**M4 wires**

Supply wires on this layer in gray. Cells faint in the background.
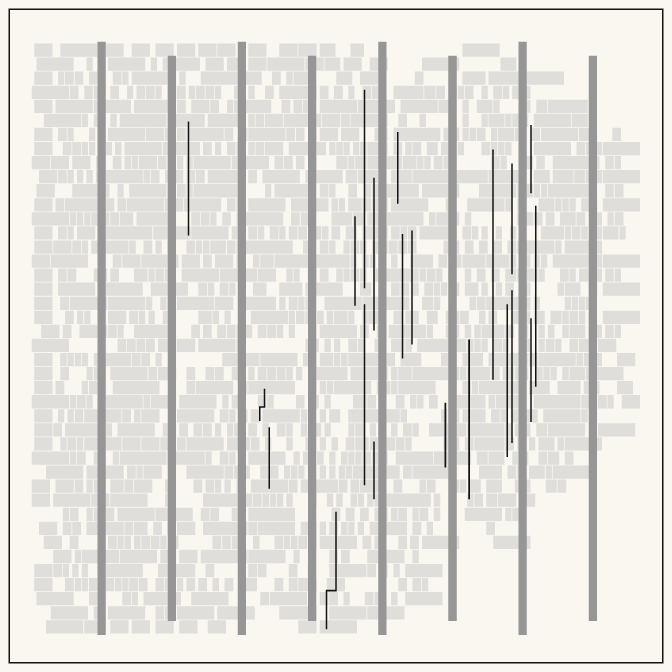
**Placement view**

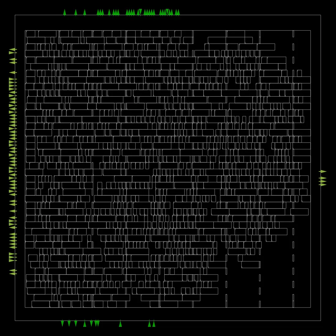
**Metal layers overlaid**

Scale bar: 50 µm.
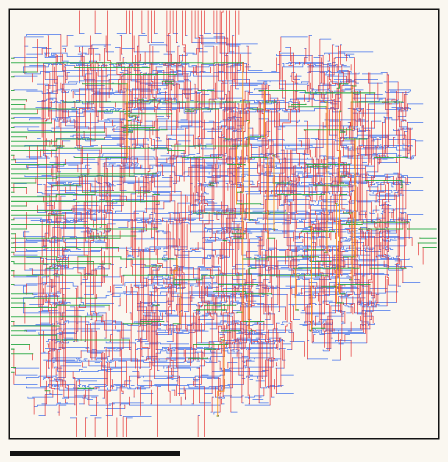
**Signal wires on met3**

Scale bar: 50 µm.
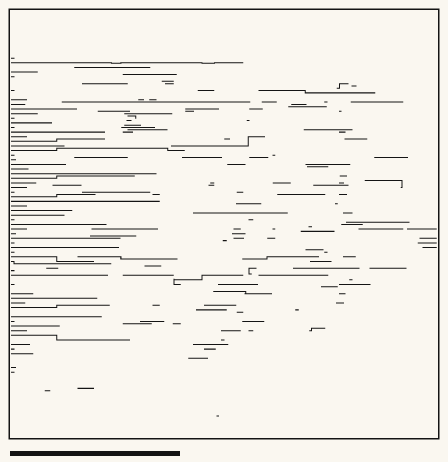
==> config.mk <==
export PLATFORM = sky130hd
export DESIGN_NAME = supersaw_voice_alloc
export DESIGN_NICKNAME = d
export VERILOG_FILES = /design/src/rtl/supersaw_pkg.sv /design/src/rtl/supersaw_voice_slot.sv /design/src/rtl/supersaw_voice_alloc.sv
export SDC_FILE = /design/constraint.sdc
export NUM_CORES = 1
export LEC_CHECK = 0
export ABC_AREA = 1
export CAP_MARGIN = 20
export CORE_MARGIN = 4
export CORE_UTILIZATION = 55
export CTS_CLUSTER_SIZE = 25
export DETAILED_ROUTE_END_ITERATION = 16
export HOLD_SLACK_MARGIN = 0.06
export PLACE_DENSITY = 0.82
export SLEW_MARGIN = 20
export SYNTH_ARGS = -nofsm -noshare
export SYNTH_HDL_FRONTEND = slang
export SYNTH_SLANG_ARGS = --single-unit
==> constraint.sdc <==
create_clock -name clk -period 2.5 [get_ports clk]
set_input_delay 0.5 -clock clk [delete_from_list [all_inputs] [get_ports clk]]
set_output_delay 0.5 -clock clk [all_outputs]
set_load 0.03 [all_outputs]
==> summary.txt <==
Comb area share = 37.59%
setup_tns = 0 ns
Syn Nets = 1095
Logic pwr share = 6.2%
Min-Delay Path Class = reg2reg
layout cell share with drive strength beyond 1 = 7.205%
Layout Area Growth over Synthesis = 22.11%
comb_multi_in = 721
P_comb = 0.359 mW
Pwr Total = 5.830 mW
initial antenna violation count = 0
nonclk buf count = 124
M1 GR Usage = 30.13%
synth warn = 0
status = finished clean
n_diodes = 0
Max IR drop VDD = 504.9 µV
Post-Syn Instances = 1055
drc violations = 0
Dominant cell area share = 45.17%
Cell area leaders = dfxtp_1 45%, nand2_1 9.2%, a21oi_1 9.1%
Worst-path clk slew = 0.07 ns
Setup crit end kind = primary output
worst-path fanout max = 5
Syn Std Cell Area = 7667 µm²
pin count of the biggest net entering global routing = 49
CTS tree = yes
RSZ-0062 raised after global routing = no
post-synthesis sequential area ratio = 45.17%
top-count cell post-synth = nand2_1
Max clock buf depth = 2
Internal Power = 4.347 mW
slowest CP cell = dlygate4sd2_1
tool warning count = 26
cell area power density = 622.7 nW/µm²
CTS resizes = 4
Seq cells post-synth = 173
gr ovfl total = 0
GRT met2 Usage = 42.25%
clock group power = 2.62 mW
Worst setup SP type = flop
post-route antenna net violation count = 0
worst-case reg-to-reg path depth = 15
area share of buffers outside the clock network = 12.71%
Final Hold Viols = 0
Tmin final = 2.321 ns
Unique cell types = 34
post-DR vias/cell = 5.489
post-synthesis average cell area = 7.268 µm²
Synth Flop Type = dfxtp_1
met2 wire length = 9726 µm
Synth area leader = dfxtp_1
Crit path arrival time = 1.82 ns
Largest area class, layout = multi-input combinational cells
initial drt markers = 580
R2R setup slack = 0.25 ns
# H-tree levels = 4
Tcrit/Tclk final = 92.82%
P_seq = 2.85 mW
# Cells Yosys = 1055
most frequent logic cell in the layout = nand2_1
final number of setup-violating endpoints = 0
seq_cells = 173
CP delay by family, top = buffers and inverters
worst-margin pin slew = 0.6551 ns
Sw Share = 25.43%
CLK BUF = 19
WHS Path Cells = 2
Die H = 126.1 µm
max-slew violation count = 0
relative slew slack = 56.22%
width of the chip = 126.1 µm
Psw = 1.483 mW
Main power group = sequential cells
Hold Buf Count CTS = 0
I/O Buffers = 100
num ports = 101
non-clock inverter count = 102
## Picture notes: 'M4 wires'
wire length on this layer: 487 µm
main direction: vertical
longest straight run: 44.2 µm
share of all routed wire: 2.4%
nets with wire on the layer: 15
via count: 7290
Post-Route WL: 20350 µm

## Picture notes: 'placement view'
Cell Rows: 42
Core Area: 13450 µm²
# fillers: 1162
# Taps: 176

## Picture notes: 'metal layers overlaid'
| color | layer | wire length |
|---|---|---|
| red | met2 | 9730 µm |
| blue | met1 | 8400 µm |
| orange | met4 | 487 µm |
| green | met3 | 1740 µm |
GRT Overall Usage: 25.53%
WL/cell: 15.33 µm

## Picture notes: 'signal wires on met3'
share of all routed wire: 8.5%
nets with wire on the layer: 133
main direction: horizontal
wire length on this layer: 1740 µm
longest straight run: 55.2 µm
GR Util met3: 9.822%

## cell families (layout without fill, tap and decap cells)
| family | after synthesis | in the layout | synth area share [%] |
|---|---|---|---|
| DFF | 173 | 173 | 45.17 |
| AOI/OAI and AO/OA | 266 | 266 | 17.82 |
| adders and majority gates | 13 | 13 | 2.121 |
| buffers and inverters | 161 | 258 | 8.959 |
| xor gates and xnor gates | 23 | 23 | 2.627 |
| and+or+nand+nor | 419 | 419 | 23.30 |
## stage by stage
stage / cell area [µm²] / util, % / instances / worst slack (ns)
floorplan: 7667 / - / 1055 / 0.2212
global placement: 8777 / 65.24 / 1296 / 0.2763
detailed placement: 8777 / 65.24 / 1296 / 0.1550
CTS: 9356 / 69.55 / 1328 / 0.1295
global route: 9363 / 69.60 / 1328 / 0.007559
finish: 9363 / 69.60 / 1328 / 0.1794
No activity file was given, so power comes from the tool's default toggle rates.
